Figure 1. Routed metal, one colour a layer (run 1).
Scale bar: 10 um.
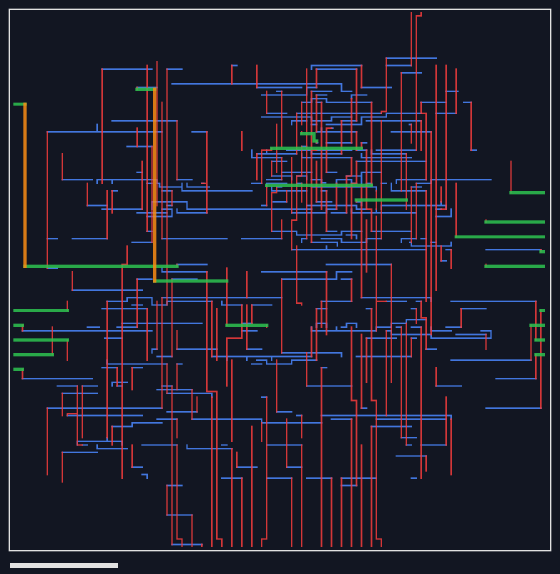
Figure 2. The clock network (run 1).
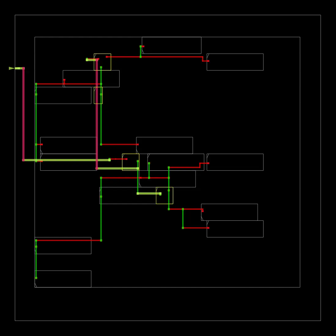
Figure 3. Clock distribution (run 1).
Scale bar: 10 um.
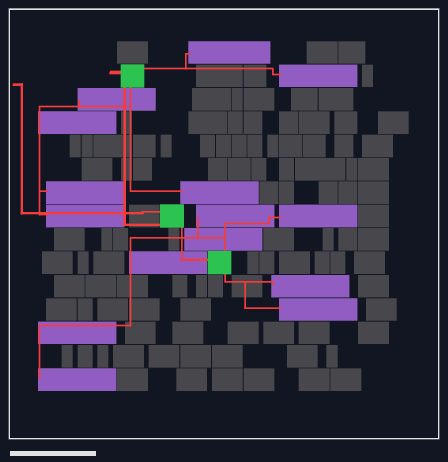
Design mux_rr_arbiter, sky130hd; sources not shown.
==> out/summary.txt, run 1 <==
remaining max-slew budget at the tightest pin: 62.7%
number of hold violations in the final report: 0
pre-CTS WS: 1880 ps
layout multi-input combinational cell count: 64
Slowest-stage cell, CP: sky130_fd_sc_hd__clkdlybuf4s50_1
mean area per synthesized cell: 10.1 um2
Yosys warning count: 0
number of cells on the critical path: 4
Initial Utilization: 49.0%
number of synthesized register bits: 15
Max stage delay on crit path: 490 ps
share of final-layout standard cells stronger than drive strength 1: 8.33%
Top class by area: logic gates
Hold Path Stages: 2
unrepaired setup endpoints after global routing: false
post-synthesis xor/xnor area fraction: 0%
Most common cell on crit path: sky130_fd_sc_hd__clkdlybuf4s50_1
combinational share of cell area: 36.0%
top logic cell family in the synthesized netlist: simple AND/OR/NAND/NOR gates
Post-Syn Instances: 86
post-route cell area: 1230 um2
element type at the critical path end: output pin
number of global-route vias before repair: 727
die area: 2480 um2
Dominant Register Cell: sky130_fd_sc_hd__dfrtp_1
Area Overhead vs Synth: 42.0%
sum of buffers and inverters on the critical path: 2
library cell occupying the most area in the post-synthesis netlist: sky130_fd_sc_hd__dfrtp_1
CTS Buffer Depth: 2
# diodes: 0
Setup Fix Bufs, Post-CTS: 0
reg-to-reg setup timing slack: 3030 ps
Layout non-clock buf frac: 27.7%
run status: complete, no violations
fraction of power consumed by combinational cells: 43.8%
post-route total power: 423 uW
ratio of total power to cell area: 344 nW/um2
cell count listed in synth_stat.txt: 86
Post-synth ARST share: 100%
uppermost metal layer occupied by signal nets: met4
R2R cell count: 8
fill cell count: 154
post-placement cell count: 141
width of the die: 49.8 um
post-synthesis simple-gate area fraction: 20.5%
Crit Path Class: in -> out
number of buffers inserted by port buffering: 34
Arr. time, crit path: 2470 ps
main area contributors after synthesis: sky130_fd_sc_hd__dfrtp_1 (41%), sky130_fd_sc_hd__mux2i_1 (12%), sky130_fd_sc_hd__nor2_1 (5.6%)
WL met2: 1010 um
final slew viol count: 0
share of the core filled with cells in the final layout: 69.6%
router iterations before antenna repair: 4
min setup slack post-route: 1870 ps
Top delay family on crit path: buffers and inverters
number of enable flip-flop cells: 0
count of tool warnings: 26
Clock Network Area Fraction: 2.14%
-- Figure 1 (at the start) --
layer	colour	wire length
metal 1	blue	758 um
metal 4	orange	32.6 um
metal 3	green	90.6 um
metal 2	red	1,010 um
overall via count from detail_route: 770
overall routing resource usage: 16.8%
routed wirelength normalized by instance count: 13.1 um
final wirelength: 1890 um

-- Figure 2 (at the start) --
Layout clock buffers: 4
power dissipated in the clock network: 63.9 uW

-- Figure 3 (at the start) --
[clock drivers] green | count: 3
[flip-flops] purple | count: 15
[clock wires] red | length: 201 um
routed clock nets	4
clock network fraction of total power: 15.1%
later-pin clock latency in the skew report: 280 ps

Figure 4. Cells coloured by class (run 1).
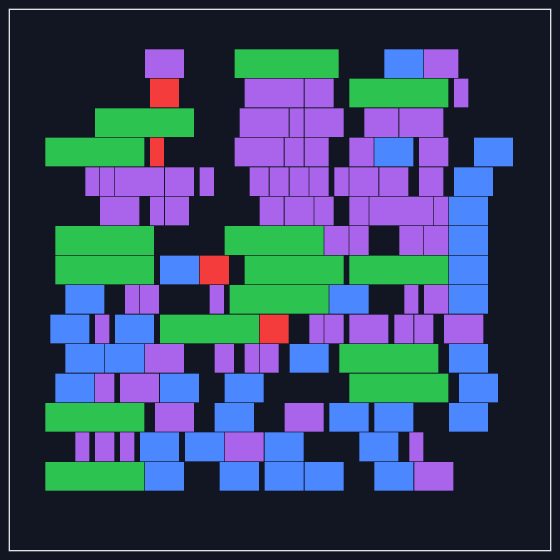

==> run 1 -> run 2 <==
- CORE_UTILIZATION: 45 -> 38
- PLACE_DENSITY: 0.83 -> 0.75
- clock period: 5.48 -> 2.9 ns (I/O delays scaled with it)
Figure 5. Cells coloured by class (run 2).
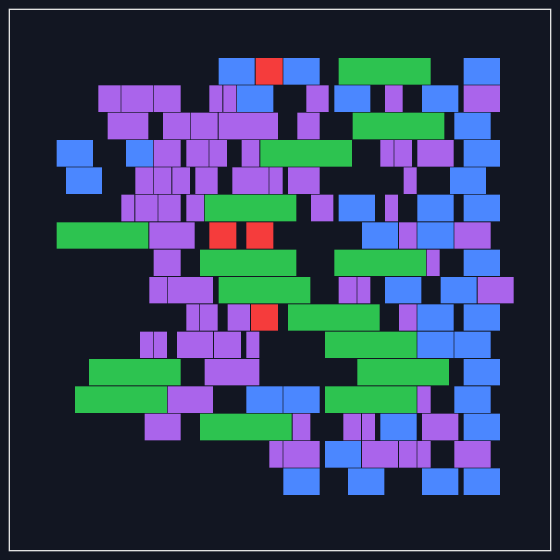
class	colour	cells
remaining buffers and delay cells	blue	35
combinational and other logic	purple	67
clock drivers and dummy loads	red	4
sequential cells	green	15
site row count: 16
placeable core area: 2060 um2
share of the core filled with cells in the final layout: 60.2%
Seq area share: 30.3%
post-route cell area: 1240 um2

Figure 6. The clock network (run 2).
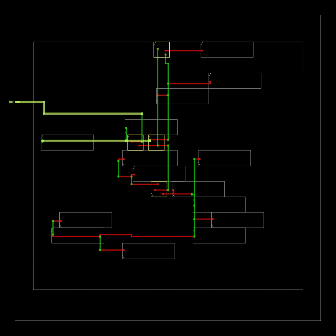
Layout clock buffers: 3
number of buffers added by the clock tree synthesis step: 3
later-pin clock latency in the skew report: 290 ps
power dissipated in the clock network: 124 uW

==> run 2 against run 1 <==
  * Final cell count is 2.1% higher
  * Die size rose by 16%
  * Non-clock buffer count is 1 higher
  * Hold slack better by 1.2 ps
  * Clock-buffer cell count down 1
  * Final area is 1.1% higher
  * Synthesized area stayed put
  * Synthesized cell count unchanged
  * Routed wire length rose by 0.79%
  * Largest power group unchanged
  * Highest routed layer is now met3
==> out/summary.txt, run 2 <==
run status: complete, no violations
# diodes: 0
Yosys warning count: 0
share of final-layout standard cells stronger than drive strength 1: 9.92%
post-synthesis simple-gate area fraction: 20.5%
combinational share of cell area: 35.6%
number of buffers inserted by port buffering: 34
Achievable Freq: 0.380 GHz
cell count listed in synth_stat.txt: 86
Post-synth ARST share: 100%
CTS Buffer Depth: 2
element type at the critical path end: flip-flop
placed standard-cell area: 1210 um2
overall via count from detail_route: 730
unrepaired setup endpoints after global routing: false
count of tool warnings: 26
non-clock buffer instance count of the final layout: 35
Max stage delay on crit path: 480 ps
number of global-route vias before repair: 672
mean area per synthesized cell: 10.1 um2
inverters: 3
Final HPWL DP: 1470 um
final wirelength: 1910 um
main area contributors after synthesis: sky130_fd_sc_hd__dfrtp_1 (41%), sky130_fd_sc_hd__mux2i_1 (12%), sky130_fd_sc_hd__nor2_1 (5.6%)
total length of routed met3 wires: 217 um
footprint of the flip-flops and latches: 377 um2
pre-CTS WS: 39.7 ps
actual transition at the worst max-transition pin: 556 ps
global-route layer with the greatest usage: met2
time the final worst path needs with I/O delays and setup: 2630 ps
WL met2: 857 um
overall routing resource usage: 13.9%
top logic cell family in the synthesized netlist: simple AND/OR/NAND/NOR gates
Top class by area: logic gates
R2R cell count: 8
final slew viol count: 0
Layout non-clock buf frac: 28.0%
min setup slack post-route: 267 ps
die area: 2880 um2
number of synthesized register bits: 15
router iterations before antenna repair: 4
sum of buffers and inverters on the critical path: 1
routed wirelength normalized by instance count: 12.9 um
post-synthesis xor/xnor area fraction: 0%
Static Leak: 0.513 nW
ratio of total power to cell area: 648 nW/um2
Top delay family on crit path: simple AND/OR/NAND/NOR gates
clock network fraction of total power: 15.4%
reg-to-reg setup timing slack: 320 ps
post-route total power: 804 uW
library cell occupying the most area in the post-synthesis netlist: sky130_fd_sc_hd__dfrtp_1
Arr. time, crit path: 2810 ps
number of cells on the critical path: 8
post-placement cell count: 144
layout multi-input combinational cell count: 64
Initial Utilization: 41.9%
switching power as a share of total power: 31.1%
Post-Syn Instances: 86
Post-CTS Hold Buffers: 0
uppermost metal layer occupied by signal nets: met3
width of the die: 53.7 um
number of enable flip-flop cells: 0
Dominant Register Cell: sky130_fd_sc_hd__dfrtp_1
Slowest-stage cell, CP: sky130_fd_sc_hd__clkdlybuf4s50_1
number of hold violations in the final report: 0
number of flip-flops and latches: 15
Clock Network Area Fraction: 2.42%
remaining max-slew budget at the tightest pin: 62.9%
Hold Path Stages: 2
Area Overhead vs Synth: 43.6%
Setup Fix Bufs, Post-CTS: 0
fraction of power consumed by combinational cells: 43.7%
Power is estimated from default activity; no workload was simulated.
